run_1/route_heat.png
39 x 35 tiles, from white (low) to dark blue (high), scaled to the fullest tile. Values are wire area over tile area, all layers added.
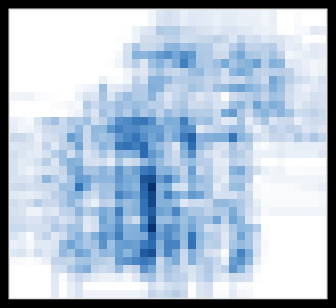
run_1/congestion_map.png
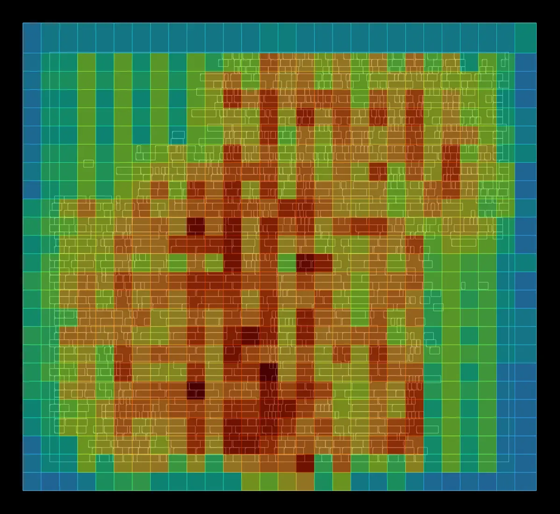
run_1/closeup.png
Bar = 5 µm. Region (136, 123) to (156, 143) µm. Cells in grey, sequential cells in the stronger grey; small squares are vias.
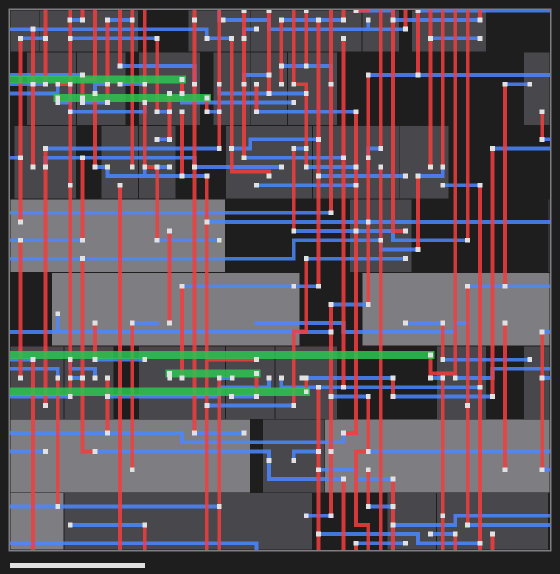
run_1/layers.png
Bar = 50 µm. Two of the layers only.
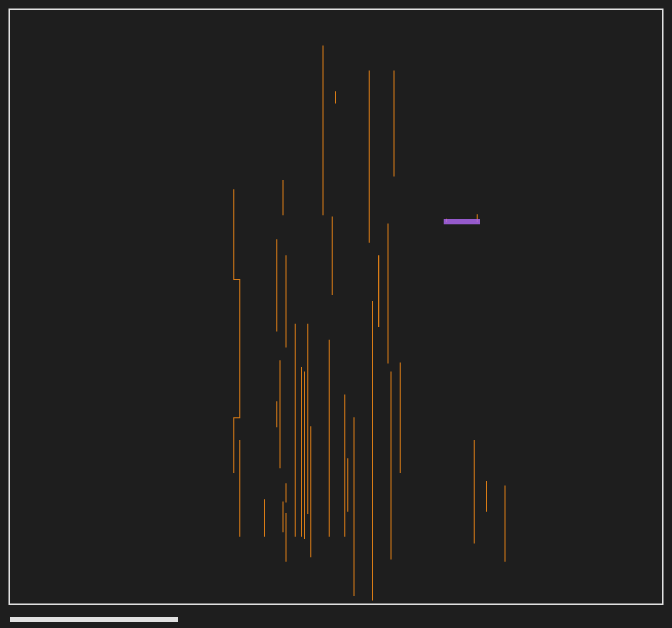
$ cat src/rtl/bp_fe_parcel_buffer.sv
// Circular buffer of 16b instruction parcels feeding bp_fe_scan.
// Aligned fetch blocks come in; a window of up to fetch_cinstr_p parcels goes out.
module bp_fe_parcel_buffer #(
  parameter int vaddr_width_p  = 39,
  parameter int fetch_cinstr_p = 4,
  parameter int depth_p        = 8,
  localparam int ptr_w         = $clog2(fetch_cinstr_p+1)
) (
  input  logic                        clk_i,
  input  logic                        reset_n_i,
  input  logic                        flush_i,
  input  logic                        fetch_v_i,
  output logic                        fetch_ready_o,
  input  logic [vaddr_width_p-1:0]    fetch_pc_i,
  input  logic [16*fetch_cinstr_p-1:0] fetch_data_i,
  output logic                        v_o,
  output logic [vaddr_width_p-1:0]    pc_o,
  output logic [16*fetch_cinstr_p-1:0] instr_o,
  output logic [ptr_w-1:0]            count_o,
  output logic [ptr_w-1:0]            partial_o,
  input  logic [ptr_w-1:0]            yumi_i
);

  localparam int idx_w = $clog2(depth_p);
  localparam int off_w = $clog2(fetch_cinstr_p);
  localparam int occ_w = idx_w + 1;
  localparam logic [occ_w-1:0] ready_max_lp = occ_w'(depth_p - fetch_cinstr_p);
  localparam logic [occ_w-1:0] fetch_lp     = occ_w'(fetch_cinstr_p);

  typedef enum logic {S_EMPTY, S_FILLED} state_e;

  state_e                   state_q, state_d;
  logic [idx_w-1:0]         rd_ptr_q, rd_ptr_d, wr_ptr_q, wr_ptr_d;
  logic [occ_w-1:0]         occ_q, occ_d;
  logic [vaddr_width_p-1:0] head_pc_q, head_pc_d;
  logic [15:0]              mem_q [depth_p];

  logic                     enq;
  logic [off_w-1:0]         off;
  logic [occ_w-1:0]         enq_cnt, enq_add, yumi_ext;
  logic [depth_p-1:0]       wr_en;
  logic [15:0]              wr_data [depth_p];
  logic [ptr_w-1:0]         count;
  logic                     partial;
  logic                     occ_nz;

  // Ready looks only at registered occupancy so it never depends on yumi_i.
  assign fetch_ready_o = (occ_q <= ready_max_lp);
  assign enq           = fetch_v_i & fetch_ready_o & ~flush_i;
  assign off           = fetch_pc_i[1 +: off_w];
  assign enq_cnt       = fetch_lp - occ_w'(off);
  assign enq_add       = enq ? enq_cnt : '0;
  assign yumi_ext      = occ_w'(yumi_i);

  // Each storage slot picks its source parcel by its distance from wr_ptr.
  always_comb begin
    wr_en = '0;
    for (int j = 0; j < depth_p; j++) begin
      wr_data[j] = '0;
    end
    for (int j = 0; j < depth_p; j++) begin
      wr_en[j]   = enq && ({1'b0, idx_w'(j) - wr_ptr_q} < enq_cnt);
      wr_data[j] = fetch_data_i[16*(off + off_w'(idx_w'(j) - wr_ptr_q)) +: 16];
    end
  end

  always_ff @(posedge clk_i) begin
    for (int j = 0; j < depth_p; j++) begin
      if (wr_en[j]) mem_q[j] <= wr_data[j];
    end
  end

  always_comb begin
    occ_nz  = (occ_q != '0);
    count   = (occ_q >= fetch_lp) ? ptr_w'(fetch_cinstr_p) : ptr_w'(occ_q);
    partial = (occ_q == occ_w'(1)) && (mem_q[rd_ptr_q][1:0] == 2'b11);
    instr_o = '0;
    for (int k = 0; k < fetch_cinstr_p; k++) begin
      instr_o[16*k +: 16] = (ptr_w'(k) < count) ? mem_q[rd_ptr_q + idx_w'(k)] : 16'h0;
    end
    v_o       = occ_nz & ~partial;
    count_o   = count;
    partial_o = {{(ptr_w-1){1'b0}}, partial};
    pc_o      = occ_nz ? head_pc_q : '0;
  end

  always_comb begin
    state_d   = state_q;
    rd_ptr_d  = rd_ptr_q;
    wr_ptr_d  = wr_ptr_q;
    occ_d     = occ_q;
    head_pc_d = head_pc_q;
    if (flush_i) begin
      occ_d    = '0;
      rd_ptr_d = wr_ptr_q;
      state_d  = S_EMPTY;
    end else begin
      rd_ptr_d = rd_ptr_q + idx_w'(yumi_i);
      wr_ptr_d = wr_ptr_q + idx_w'(enq_add);
      occ_d    = occ_q + enq_add - yumi_ext;
      if (state_q == S_EMPTY && enq) begin
        head_pc_d = fetch_pc_i;
      end else begin
        head_pc_d = head_pc_q + vaddr_width_p'({yumi_i, 1'b0});
      end
      state_d = (occ_d != '0) ? S_FILLED : S_EMPTY;
    end
  end

  always_ff @(posedge clk_i or negedge reset_n_i) begin
    if (!reset_n_i) begin
      state_q   <= S_EMPTY;
      rd_ptr_q  <= '0;
      wr_ptr_q  <= '0;
      occ_q     <= '0;
      head_pc_q <= '0;
    end else begin
      state_q   <= state_d;
      rd_ptr_q  <= rd_ptr_d;
      wr_ptr_q  <= wr_ptr_d;
      occ_q     <= occ_d;
      head_pc_q <= head_pc_d;
    end
  end

  // Protocol checks on the consumer and on fetch-stream contiguity.
  always_ff @(posedge clk_i) begin
    if (reset_n_i && !flush_i) begin
      assert (yumi_i <= count)
        else $error("parcel_buffer: yumi_i %0d exceeds count_o %0d", yumi_i, count);
      assert (yumi_i == '0 || v_o)
        else $error("parcel_buffer: yumi_i %0d while v_o low", yumi_i);
      assert (!(enq && state_q == S_FILLED) ||
              fetch_pc_i == head_pc_q + vaddr_width_p'({occ_q, 1'b0}))
        else $error("parcel_buffer: fetch pc %0h not contiguous", fetch_pc_i);
    end
  end

endmodule
$ cat config.mk
export PLATFORM = sky130hd
export DESIGN_NAME = bp_fe_parcel_buffer
export DESIGN_NICKNAME = d
export VERILOG_FILES = /design/src/rtl/bp_fe_parcel_buffer.sv
export SDC_FILE = /design/constraint.sdc
export NUM_CORES = 1
export LEC_CHECK = 0
export CAP_MARGIN = 20
export CORE_ASPECT_RATIO = 0.9
export CORE_MARGIN = 10
export CORE_UTILIZATION = 48
export CTS_CLUSTER_SIZE = 25
export DETAILED_ROUTE_END_ITERATION = 10
export PLACE_DENSITY = 0.77
export SLEW_MARGIN = 0
export SYNTH_ARGS = -nofsm -noshare
export SYNTH_HDL_FRONTEND = slang
export SYNTH_SLANG_ARGS = --single-unit
$ cat constraint.sdc
create_clock -name clk_i -period 6 [get_ports clk_i]
set_clock_uncertainty 0.2 [all_clocks]
set_input_delay 1.5 -clock clk_i [delete_from_list [all_inputs] [get_ports clk_i]]
set_output_delay 1.5 -clock clk_i [all_outputs]
set_load 0.01 [all_outputs]
==> flow_summary_export.csv, run 1 <==
group,metric,value,unit
run_status,status,"finished, final reports clean",
routing,highest_layer,"met5",
finish,layout_top_cell,"clkdlybuf4s50_1",
finish,clkbuf_count,17,
power_and_ir_drop,pwr-share-comb,0.656,
power_and_ir_drop,p_sw,4300,µW
sta,max-slew-margin-rel,0.277,
finish,logic_area,0.00760,mm²
power_and_ir_drop,intPower,5680,µW
placed_design,numPlacedInstances,1589,
sta,fin_ws,0.670,ns
sta,finalHoldViolations,0,
sta,min_period,5.33,ns
critical_path,slowest_stage,"dfrtp_1",
power_and_ir_drop,pwr-share-clk,0.110,
logic_synthesis,edf_count,128,
sta,fin_tns_setup,0,ns
finish,nNonClkBuffers,248,
routing,viasPerCell,6.48,
critical_path,crit_cells,6,
critical_path,crit_path_start_kind,"flop",
finish,final_nets,1402,
finish,clock_area_frac,0.0359,
logic_synthesis,ys_sh_xor,0.0107,
clock_network,path_clk_slew,0.08,ns
clock_network,clk_latency,0.44,ns
critical_path,setup.worst_path.class,"flop to output port",
finish,largest_reg_flops,128,
logic_synthesis,logic_family,"multiplexers",
worst_hold_path,hp-class,"flop to flop",
floorplanning,io_pins,221,
routing,met2_length,18000,µm
finish,nFillCells,2076,
routing,ant_nets,0,
critical_path,path_cells,"ha_1, xor2_2, buf_4, mux4_2, a22o_1, clkdlybuf4s50_1",
power_and_ir_drop,p_seq_frac,0.234,
sta,rsz0062_at_grt,"no",
logic_synthesis,ys_sh_mux,0.281,
clock_network,h-tree-depth,4,
finish,final_cell_mix,"clkdlybuf4s50_1 (216), mux4_2 (145), edfxtp_1 (128)",
grt,grt_max_degree,93,
placed_design,gp_congestion,0.898,
sta,setup_viol,0,
logic_synthesis,area_leaders,"edfxtp_1 (29%), mux4_2 (25%), dfrtp_1 (9.5%)",
floorplanning,fp_util,0.488,
finish,nonClkBufAreaFrac,0.148,
placed_design,post-dp-hpwl,29400,µm
finish,dominant_cells,"multi-input combinational cells",
logic_synthesis,yosysCellCount,1079,
logic_synthesis,async_flop_share,0.281,
logic_synthesis,top_area_frac,0.292,
critical_path,worstPathArrival,3.63,ns
routing,firstDrtPassIters,5,
finish,n_antenna_cell,0,
worst_hold_path,hold_end,"head_pc_q[0]",
clock_network,clock_sinks,178,
finish,layoutNonFillerInstCount,1621,
clock_network,numCtsBuffers,17,
critical_path,crit_path_end,"instr_o[19]",
power_and_ir_drop,seq-power,2330,µW
clock_network,hold_buffers,0,
logic_synthesis,most_common_cell,"mux4_2",
critical_path,r2r_start,"occ_q[0]",
logic_synthesis,largest_area_cell,"edfxtp_1",
finish,inv_count,39,
power_and_ir_drop,power_leader,"combinational logic",
logic_synthesis,ys.flop_type,"edfxtp_1",
placed_design,pre_cts_ws,1.07,ns
critical_path,r2r_setup_slack,1.91,ns
clock_network,cts_tree,"yes",
critical_path,r2r_end,"state_q",
logic_synthesis,yosys_warnings,0,
finish,comb_area_frac,0.467,
logic_synthesis,simple_gate_share,0.118,
finish,drive_gt1_frac,0.197,
logic_synthesis,syn_inst,1079,
finish,seq_cells,178,
sta,slew_violations,0,
critical_path,worstPathRequired,4.30,ns
critical_path,reg2reg_depth,13,
grt,antenna_found_initial,2,
power_and_ir_drop,p_leak,0.00596,µW
routing,wl_met1,15600,µm
power_and_ir_drop,switching_share,0.431,
routing,drtIter0Drc,1352,
clock_network,cts-root-buf,"clkbuf_16",
logic_synthesis,synth_chip_area,0.0131,mm²
floorplanning,design.core.area,0.0270,mm²
power_and_ir_drop,power_density,613,mW/mm²
floorplanning,tap_cells,354,
logic_synthesis,common_cells,"mux4_2 (145), edfxtp_1 (128), nand2_1 (114), a21oi_1 (63), nor2_1 (58)",
placed_design,dpl_cell_area,0.0157,mm²
placed_design,io_buffers,218,
critical_path,crit_fanout,26,
finish,sh_seq_area,0.313,
logic_synthesis,synthesis.area,0.0131,mm²
flow_run,warnings,32,
sta,tightest_slew,1.08,ns
logic_synthesis,synth_seq_share,0.388,
finish,nMultiInputCombCells,770,
grt,use_met3,0.0773,
power_and_ir_drop,powerClk,1100,µW
worst_hold_path,hold_depth,2,
finish,regMostFlops,"mem_q",
logic_synthesis,synth.avg_cell_area,12.2,µm²
finish,regArea,0.00510,mm²
floorplanning,die.size.y,177,µm
finish,reg_top3,"mem_q (128), head_pc_q (39), occ_q (4)",
routing,dr_wl_met3,5180,µm
power_and_ir_drop,p_total,9980,µW
sta,hold_ws,0.279,ns
clock_network,cts_setup_buffers,0,
critical_path,slowest_delay,0.83,ns
grt,grt_busiest_layer,"met2",
floorplanning,rows,57,
clock_network,ctsLongestPathBuffers,2,
critical_path,cp_top_family,"buffers and inverters",
sta,fin_crit_sh,0.888,
finish,syn_to_final_growth,23.9,%
logic_synthesis,synthDistinctLibCells,57,
clock_network,ctsResizeCount,0,
critical_path,crit_buf_inv,2,
logic_synthesis,adder_share,0.0419,
logic_synthesis,synthAoiAreaFrac,0.120,
sta,fmax,188,MHz
worst_hold_path,worstHoldStart,"head_pc_q[0]",
power_and_ir_drop,comb_power,6550,µW
critical_path,worst_setup_path_end_kind,"output port",
grt,grt_pass1_vias,10400,
critical_path,crit_start,"rd_ptr_q[1]",
power_and_ir_drop,worst_ir_drop_vdd,0.411,mV
grt,grt-ovfl-total,0,
grt,grt_pass1_wl,61700,µm
floorplanning,die_area,0.0344,mm²
routing,drc_errors,0,
About route_heat.png:
nearly empty tiles = 21%
densest ninth of the die = centre
emptiest ninth of the die = upper left
tiles over half the peak = 9.7%
mean over tiles = 0.20
WL per Instance: 24.7 µm
final wirelength: 40000 µm
vias: 10.5k
gr usage total: 0.227

About congestion_map.png:
fin util: 0.604
met1 GRT Util: 0.305
met2 usage: 0.334

About closeup.png:
M2 -> red
M3 -> green
M1 -> blue
most frequent = dfrtp_1 (5)
sequential cells in the window = 5
cells with their middle in the window = 33
netlist names of flops here include = `head_pc_q` (5)

About layers.png:
M5 -> purple  # wire length 9.20 µm
M4 -> orange  # wire length 1150 µm

==> run 2: changes to the inputs <==
Settings changed: CAP_MARGIN 20 to default.
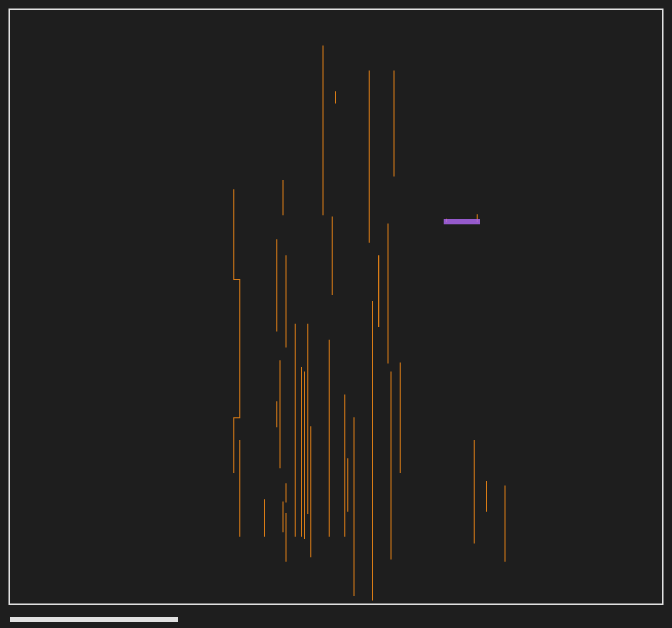
run_2/layers.png
Bar = 50 µm. Two of the layers only.
M4 -> orange  # wire length 1150 µm
M5 -> purple  # wire length 9.20 µm

==> flow_summary_export.csv, run 2 <==
group,metric,value,unit
sta,finalHoldViolations,0,
worst_hold_path,hold_depth,2,
placed_design,post-dp-hpwl,29400,µm
critical_path,crit_path_start_kind,"flop",
logic_synthesis,yosys_warnings,0,
floorplanning,design.core.area,0.0270,mm²
logic_synthesis,area_leaders,"edfxtp_1 (29%), mux4_2 (25%), dfrtp_1 (9.5%)",
routing,viasPerCell,6.48,
clock_network,path_clk_slew,0.08,ns
critical_path,crit_path_end,"instr_o[19]",
finish,syn_to_final_growth,23.9,%
grt,grt_pass1_vias,10400,
finish,comb_area_frac,0.467,
run_status,status,"finished, final reports clean",
power_and_ir_drop,p_total,9980,µW
placed_design,gp_congestion,0.898,
clock_network,numCtsBuffers,17,
critical_path,worstPathRequired,4.30,ns
power_and_ir_drop,comb_power,6550,µW
sta,slew_violations,0,
critical_path,cp_top_family,"buffers and inverters",
power_and_ir_drop,powerClk,1100,µW
routing,vias,10500,
clock_network,ctsResizeCount,0,
grt,grt_pass1_wl,61700,µm
sta,fin_ws,0.670,ns
floorplanning,rows,57,
finish,drive_gt1_frac,0.197,
clock_network,clock_sinks,178,
routing,wl_met1,15600,µm
worst_hold_path,hold_end,"head_pc_q[0]",
logic_synthesis,synth.avg_cell_area,12.2,µm²
critical_path,crit_fanout,26,
critical_path,worstPathArrival,3.63,ns
sta,tightest_slew,1.08,ns
finish,logic_area,0.00760,mm²
critical_path,r2r_setup_slack,1.91,ns
sta,setup_viol,0,
placed_design,pre_cts_ws,1.07,ns
power_and_ir_drop,p_leak,0.00596,µW
placed_design,io_buffers,218,
logic_synthesis,largest_area_cell,"edfxtp_1",
finish,final_cell_mix,"clkdlybuf4s50_1 (216), mux4_2 (145), edfxtp_1 (128)",
logic_synthesis,ys_sh_xor,0.0107,
critical_path,path_cells,"ha_1, xor2_2, buf_4, mux4_2, a22o_1, clkdlybuf4s50_1",
logic_synthesis,synthDistinctLibCells,57,
finish,inv_count,39,
placed_design,numPlacedInstances,1589,
power_and_ir_drop,p_seq_frac,0.234,
worst_hold_path,hp-class,"flop to flop",
critical_path,r2r_start,"occ_q[0]",
finish,clkbuf_count,17,
grt,grt_max_degree,93,
finish,regMostFlops,"mem_q",
finish,n_antenna_cell,0,
logic_synthesis,adder_share,0.0419,
floorplanning,die.size.y,177,µm
power_and_ir_drop,power_leader,"combinational logic",
critical_path,slowest_delay,0.83,ns
clock_network,ctsLongestPathBuffers,2,
grt,met1_usage,0.305,
routing,drt-total-wl,40000,µm
logic_synthesis,syn_inst,1079,
routing,firstDrtPassIters,5,
sta,fin_tns_setup,0,ns
finish,dominant_cells,"multi-input combinational cells",
power_and_ir_drop,pwr-share-clk,0.110,
grt,antenna_found_initial,2,
finish,nFillCells,2076,
clock_network,cts_tree,"yes",
critical_path,slowest_stage,"dfrtp_1",
routing,drtIter0Drc,1352,
finish,seq_cells,178,
critical_path,reg2reg_depth,13,
finish,nMultiInputCombCells,770,
clock_network,hold_buffers,0,
routing,wl_per_cell,24.7,µm
finish,layout_top_cell,"clkdlybuf4s50_1",
logic_synthesis,edf_count,128,
logic_synthesis,synthesis.area,0.0131,mm²
power_and_ir_drop,switching_share,0.431,
floorplanning,fp_util,0.488,
sta,fmax,188,MHz
finish,utilization,0.604,
critical_path,crit_start,"rd_ptr_q[1]",
finish,nonClkBufAreaFrac,0.148,
routing,highest_layer,"met5",
logic_synthesis,synthAoiAreaFrac,0.120,
sta,rsz0062_at_grt,"no",
logic_synthesis,yosysCellCount,1079,
critical_path,crit_cells,6,
critical_path,crit_buf_inv,2,
clock_network,cts-root-buf,"clkbuf_16",
grt,use_met3,0.0773,
finish,layoutNonFillerInstCount,1621,
sta,fin_crit_sh,0.888,
routing,met2_length,18000,µm
critical_path,setup.worst_path.class,"flop to output port",
grt,grtUsageMet2,0.334,
logic_synthesis,synth_seq_share,0.388,
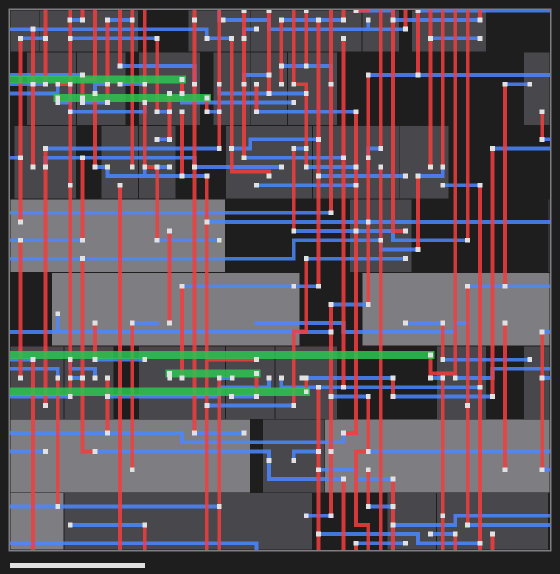
run_2/closeup.png
Bar = 5 µm. Region (136, 123) to (156, 143) µm. Cells in grey, sequential cells in the stronger grey; small squares are vias.
M1 -> blue
M2 -> red
M3 -> green
most frequent = dfrtp_1 (5)
cells with their middle in the window = 33
sequential cells in the window = 5
netlist names of flops here include = `head_pc_q` (5)

Power figures rest on the tool's default switching activity, not on a simulated workload.
